File: src/rtl/cdc_handshake_rx_if.sv
// cdc_handshake_rx_if: toggle handshake bundle between a source
// domain, the receiver and its local consumer.
interface cdc_handshake_rx_if #(
  parameter int WIDTH = 8
);
  logic             req_toggle;
  logic [WIDTH-1:0] data_in;
  logic             ack_toggle;
  logic             rx_ready;
  logic [WIDTH-1:0] data_out;
  logic             data_valid;

  modport master (
    output req_toggle,
    output data_in,
    output rx_ready,
    input  ack_toggle,
    input  data_out,
    input  data_valid
  );

  modport slave (
    input  req_toggle,
    input  data_in,
    input  rx_ready,
    output ack_toggle,
    output data_out,
    output data_valid
  );
endinterface

File: src/rtl/cdc_handshake_rx.sv
// cdc_handshake_rx: receive side of a toggle req/ack clock crossing.
// Synchronizes req, captures data, holds it for the consumer, acks.
module cdc_handshake_rx #(
  parameter int WIDTH       = 8,
  parameter int SYNC_STAGES = 3
) (
  input  logic                Bclk,
  input  logic                reset,
  cdc_handshake_rx_if.slave   bus,
  output logic                protocol_err,
  output logic [15:0]         xfer_count
);

  typedef enum logic {
    IDLE  = 1'b0,
    VALID = 1'b1
  } state_e;

  state_e                 state_q;
  state_e                 state_d;
  logic [SYNC_STAGES-1:0] sync_q;
  logic                   req_sync;
  logic                   req_seen_q;
  logic                   new_req;
  logic                   ack_q;
  logic [WIDTH-1:0]       data_q;
  logic                   valid_q;
  logic                   err_q;
  logic [15:0]            cnt_q;
  logic                   capture;
  logic                   consume;
  logic                   viol;

  // Only this chain samples the asynchronous req_toggle.
  always_ff @(posedge Bclk or negedge reset) begin
    if (!reset) begin
      sync_q <= '0;
    end else begin
      sync_q <= {sync_q[SYNC_STAGES-2:0], bus.req_toggle};
    end
  end

  assign req_sync = sync_q[SYNC_STAGES-1];
  assign new_req  = req_sync ^ req_seen_q;

  // State register.
  always_ff @(posedge Bclk or negedge reset) begin
    if (!reset) begin
      state_q <= IDLE;
    end else begin
      state_q <= state_d;
    end
  end

  // Next state; a request arriving while a word is held is an error
  // and stays pending until the state returns to IDLE.
  always_comb begin
    state_d = state_q;
    capture = 1'b0;
    consume = 1'b0;
    viol    = 1'b0;
    unique case (state_q)
      IDLE: begin
        if (new_req) begin
          capture = 1'b1;
          state_d = VALID;
        end
      end
      VALID: begin
        viol = new_req;
        if (bus.rx_ready) begin
          consume = 1'b1;
          state_d = IDLE;
        end
      end
      default: begin
        state_d = IDLE;
      end
    endcase
  end

  // Capture, ack, count and sticky error registers.
  always_ff @(posedge Bclk or negedge reset) begin
    if (!reset) begin
      req_seen_q <= 1'b0;
      data_q     <= '0;
      valid_q    <= 1'b0;
      ack_q      <= 1'b0;
      cnt_q      <= '0;
      err_q      <= 1'b0;
    end else begin
      valid_q <= (state_d == VALID);
      if (capture) begin
        req_seen_q <= req_sync;
        data_q     <= bus.data_in;
      end
      if (consume) begin
        ack_q <= ~ack_q;
        cnt_q <= cnt_q + 16'd1;
      end
      if (viol) begin
        err_q <= 1'b1;
      end
    end
  end

  assign bus.data_out   = data_q;
  assign bus.data_valid = valid_q;
  assign bus.ack_toggle = ack_q;
  assign protocol_err   = err_q;
  assign xfer_count     = cnt_q;

endmodule

File: src/flat_wrapper.sv
// flat-port wrapper written by rule: the top's interface ports become plain ports
module cdc_handshake_rx_flat 
#(
  parameter int WIDTH       = 8,
  parameter int SYNC_STAGES = 3
)
  (Bclk, reset, protocol_err, xfer_count, bus_req_toggle, bus_data_in, bus_rx_ready, bus_ack_toggle, bus_data_out, bus_data_valid);
  cdc_handshake_rx_if #(.WIDTH(WIDTH)) bus_i ();
  input  logic Bclk;
  input  logic reset;
  output logic protocol_err;
  output logic [15:0] xfer_count;
  input wire logic [$bits(bus_i.req_toggle)-1:0] bus_req_toggle;
  input wire logic [$bits(bus_i.data_in)-1:0] bus_data_in;
  input wire logic [$bits(bus_i.rx_ready)-1:0] bus_rx_ready;
  output wire logic [$bits(bus_i.ack_toggle)-1:0] bus_ack_toggle;
  output wire logic [$bits(bus_i.data_out)-1:0] bus_data_out;
  output wire logic [$bits(bus_i.data_valid)-1:0] bus_data_valid;
  assign bus_i.req_toggle = bus_req_toggle;
  assign bus_i.data_in = bus_data_in;
  assign bus_i.rx_ready = bus_rx_ready;
  assign bus_ack_toggle = bus_i.ack_toggle;
  assign bus_data_out = bus_i.data_out;
  assign bus_data_valid = bus_i.data_valid;
  cdc_handshake_rx #(.WIDTH(WIDTH), .SYNC_STAGES(SYNC_STAGES)) u_core (.Bclk(Bclk), .reset(reset), .bus(bus_i), .protocol_err(protocol_err), .xfer_count(xfer_count));
endmodule
File: config.mk
export PLATFORM = sky130hd
export DESIGN_NAME = cdc_handshake_rx_flat
export DESIGN_NICKNAME = d
export VERILOG_FILES = /design/src/rtl/cdc_handshake_rx_if.sv /design/src/rtl/cdc_handshake_rx.sv /design/src/flat_wrapper.sv
export SDC_FILE = /design/constraint.sdc
export NUM_CORES = 1
export LEC_CHECK = 0
export ABC_AREA = 1
export CAP_MARGIN = 20
export CORE_MARGIN = 4
export CORE_UTILIZATION = 45
export CTS_CLUSTER_SIZE = 25
export DETAILED_ROUTE_END_ITERATION = 8
export PLACE_DENSITY_LB_ADDON = 0.2
export SLEW_MARGIN = 5
export SYNTH_ARGS = -nofsm -noshare
export SYNTH_HDL_FRONTEND = slang
export SYNTH_SLANG_ARGS = --single-unit
File: constraint.sdc
create_clock -name Bclk -period 3.35 [get_ports Bclk]
set_input_delay 0.67 -clock Bclk [delete_from_list [all_inputs] [get_ports Bclk]]
set_output_delay 0.67 -clock Bclk [all_outputs]
set_load 0.02 [all_outputs]
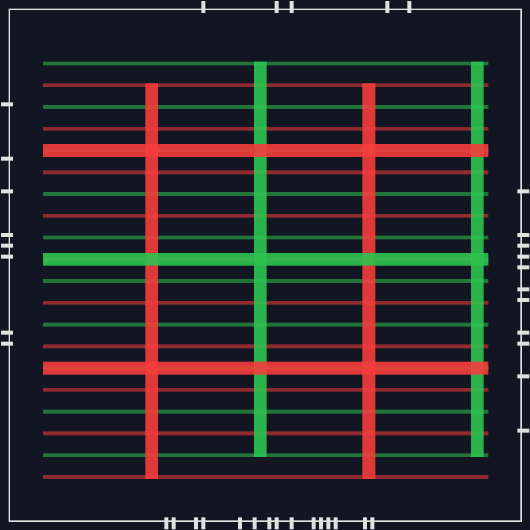
**Above:** PDN straps and rails.
(8 px per micron) Pins as bars on the die edge.
legend:
  VSS:
    color: red
  VDD:
    color: green
signal pins: 39
met1 rails: 20
DIE WIDTH: 63.81 microns
Core Area: 2877 sq um
Max rail drop VDD: 0.0003255 V
chip height: 63.81 microns

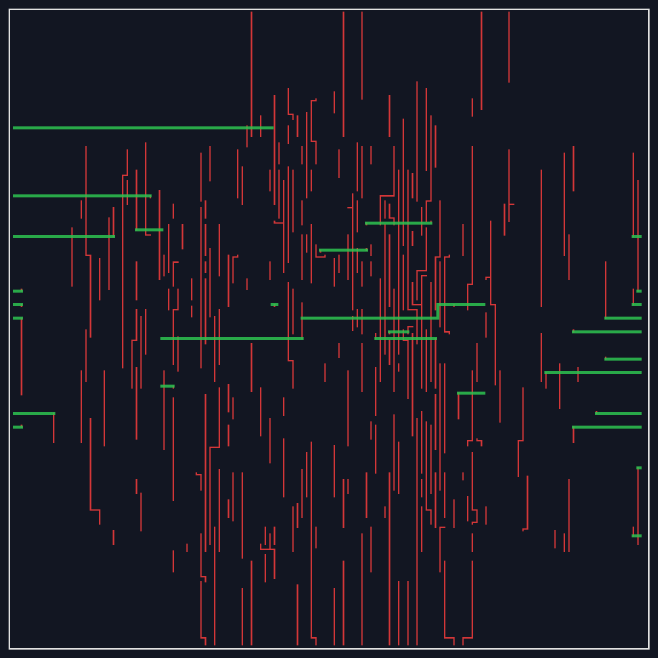
**Above:** wiring by layer.
(10 px per micron) Two of the layers only.
legend:
  M3:
    color: green
    wire_length: 151 microns
  M2:
    color: red
    wire_length: 1,370 microns

==> GITHUB_STEP_SUMMARY <==
### Yosys + OpenROAD results

| Metric | Value |
|---|---|
| Final hold viol count | 0 |
| Worst path cell trace | clkdlybuf4s50_1 |
| Chip area | between 4000 and 5000 sq um |
| Io pins | 39 |
| Largest net degree at the start of global routing | 32 |
| Number of diodes | 0 |
| Period minus WS final | ~2.3 ns |
| Setup WS pre-CTS | 1.348 ns |
| First-pass GRT wire length | roughly 5000 microns |
| Pre-antenna DRT Iters | 4 |
| Rel. slew slack | about half |
| Longest Clk Path Bufs | 2 |
| GR Util met3 | 4.904% |
| # DRC | 0 |
| Yosys cell count | around 160 |
| Placed inst area | approximately 1800 sq um |
| Port Buffers | 38 |
| WHS | ~0.37 ns |
| Cells after DPL | 238 |
| Hold Crit Class | flop to flop |
| Seq share, synth | a little under three fifths |
| Max Slew Vio Count | 0 |
| Clk slew on worst S/H paths | approximately 0.08 ns |
| Share of post-route cells with drive strength above 1 | a little under 6% |
| Cells after synthesis | 159 |
| Setup Buffers After CTS | 0 |
| Outcome | complete, no violations |
| Gpl congestion | about 0.83 |
| Setup violators final | 0 |
| Clock tree from TritonCTS | built |
| Vias per cell | 4.754 |
| Yosys chip area | ~1400 sq um |
| Drt first-iter violations | 34 |
| Comb power frac | ~41% |
| Initial antenna violation count | 0 |
| Non-filler cells, final | 244 |
| Syn_nets | approximately 170 |
| Post-layout total power | roughly 1.3 mW |
| Via count | around 1,200 |
| P_leak | 0.9117 nW |
| Final Instance Area | approximately 1900 sq um |
| GRT met2 Usage | a little over a quarter |
| Area Growth Syn to Fin | 33.75% |
| Cell Int Power | about 0.8 mW |
| Critical path buffers and inverters | 1 |
| # nets final | 216 |
| Synth flops | 31 |
| Max-Cap Viols | 0 |
| Worst setup EP type | output port |
| DRT antenna net count | 0 |
| Global Route met1 Usage | between 20% and 30% |
| Crit Path Category | flop to output port |
| FP Rows | 19 |
| Fp util | 48.72% |
| Unrepaired setup endpoints after global routing | false |
| Sequential share of power | 44.4% |
| Post-layout util | 65.16% |
| Worst-margin pin slew | approximately 0.74 ns |
| CP max stage delay | 0.69 ns |
| Crit Path Max Fanout | 14 |
| Critical path required time | 2.68 ns |
| Switch share | a little under 40% |
| Setup WS post-layout | ~1.1 ns |
| Num CTS Buffers | 5 |
| Routed len/inst | around 12 microns |
| GR peak layer | met2 |
| Drt total wl | around 3000 microns |
| Unique cell types | 19 |
| Total track usage | 16.08% |
| Kind of cell adding the most delay to the critical path | buffers and inverters |
| Achievable frequency | between 0.4 and 0.5 GHz |
| # clock sinks | 31 |
| Critical-path top delay cell | clkdlybuf4s50_1 |
| Crit path launch type | flop |
| Period utilization | 68.51% |
| Syn Area/Cell | a little under 9 sq um |
| Root Buffer | clkbuf_4 |
| CTS HTree Levels | 2 |
| Power Density | ~700 nW/um^2 |
| Synthesized area | about 1400 sq um |
| Dpl hpwl | 2277 microns |
| Hold_buf cts | 0 |
| Net load switching power | slightly above 0.5 mW |
| Vias in the first global route | around 1,200 |
| Ys Warns | 0 |
| Total negative setup slack | 0 ns |
| Arr. time, crit path | approximately 1.6 ns |
| Post-CTS sizing | 0 |
| Number of logged tool warnings | 26 |
| Overflow after GRT | 0 |
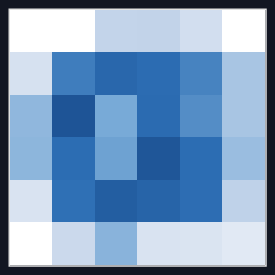
**Above:** local utilization.
(4 px per micron) The die is cut into 6 by 6 equal tiles; white is low, dark blue is high, 0 to 100% covered.
fullest tile: 85%
mean over tiles: 45%
emptiest ninth of the die: top left
nearly empty tiles: 11%
tiles over 75% full: 28%

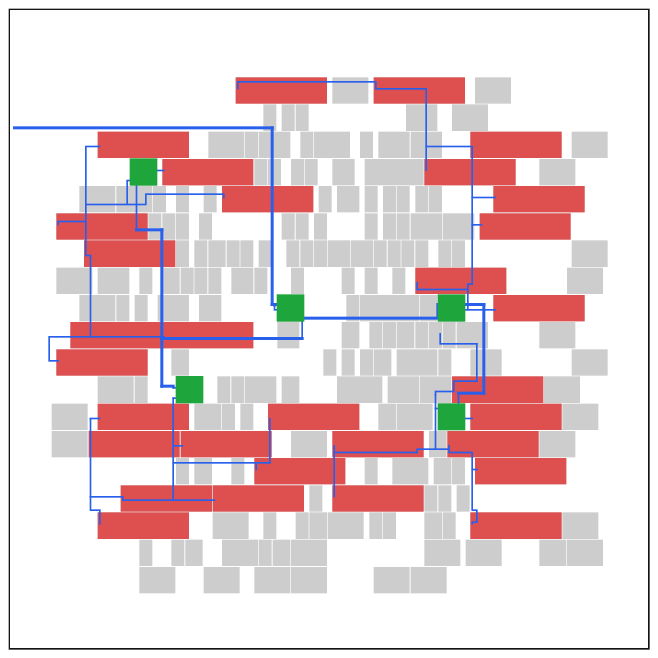
**Above:** routed clock nets over the placement.
(10 px per micron)
legend:
  clock wires:
    color: blue
    length: 350 microns
  flip-flops:
    color: red
    count: 31
  clock-net drivers:
    color: green
    count: 5
routed clock nets: 6
skew final: 0.004547 ns
Late-Pin Clk Latency: 0.32 ns
Clock power frac: 14.2%
clock network power: 0.185 mW

==> synth_stat cells <==
master	number	area share (%)
clkbuf_1	1	0.27
nand2_4	1	0.80
xnor2_1	4	2.5
buf_2	1	0.36
nand4_1	5	2.2
a21oi_1	1	0.36
nor3_1	2	0.71
nand3_1	5	1.8
dfrtp_1	31	55
o21ai_0	8	2.9
xor2_1	8	5.0
nor2_2	2	0.89
clkinv_2	1	0.36
nor2_1	16	4.3
o21bai_1	1	0.54
nand2_1	50	13
inv_1	19	5.1
nor3_4	2	2.3
ha_1	1	0.89
==> registers in the layout, indices dropped and copies added, names as in the netlist <==
signal                 flops
u_core.bus.ack_toggle      1
u_core.protocol_err        1
u_core.req_seen_q          1
u_core.bus.data_out        8
u_core.sync_q              3
u_core.xfer_count         16
u_core.state_q             1
==> final timing paths <==
check / startpoint / to / slack [ns] / cells past startpoint
hold reg to reg: u_core.sync_q[1] / u_core.sync_q[2] / 0.37 / 0
setup reg to reg: u_core.req_seen_q / u_core.bus.data_out[7] / 1.75 / 4
min in group asynchronous: reset / u_core.bus.data_out[3] / 0.74 / 2
setup / recovery: u_core.state_q / bus_data_valid / 1.05 / 1
max in group asynchronous: reset / u_core.xfer_count[12] / 2.34 / 2
hold / removal: u_core.sync_q[1] / u_core.sync_q[2] / 0.37 / 0
==> metal layers <==
layer  wire length, microns  part of all wire [%]  up-vias
li1                       -                     -      582
met5                      0                     0        -
met4                     42                   1.4        0
met2                   1368                    46       33
met1                   1400                    47      538
met3                    151                   5.1        7
==> final cells by class <==
| cell class | count | area (sq um) |
|---|---|---|
| fillers | 239 | 1002 |
| flip-flops and latches | 31 | 775.7 |
| clock buffers | 6 | 41.29 |
| multi-input cells | 106 | 540.5 |
| inverters | 20 | 76.32 |
| well taps | 42 | 52.55 |
| repair buffers | 39 | 387.9 |
==> cells by family (layout without fill, tap and decap cells) <==
kind of cell	after synthesis	after routing	share of synthesized area (%)
simple gates	83	83	26.43
flops	31	31	55.36
buf+inv	22	65	6.071
xor+xnor	12	12	7.500
compound gates	10	10	3.750
fa+ha+maj	1	1	0.8927
==> power by group through the flow <==
stage               Clock, mW  Sequential (mW)  Combinational, mW
finish                  0.185            0.576              0.537
global route            0.208            0.595              0.585
CTS                     0.191            0.578              0.546
detailed placement          0            0.586              0.545
global placement            0            0.579              0.532
floorplan                   0            0.673              0.197
==> cells in the final DEF (no fill, tap or decap) <==
master,n
inv_1,19
ha_1,1
nand3_1,5
nand2_1,50
clkdlybuf4s50_1,38
nor2_2,2
o21ai_0,8
nand4_1,5
nor3_1,2
xor2_1,8
dfrtp_1,31
nand2_4,1
clkbuf_1,1
buf_4,1
xnor2_1,4
o21bai_1,1
clkbuf_4,5
nor2_1,16
clkinv_2,1
a21oi_1,1
nor3_4,2
Power and IR drop assume default switching activity.
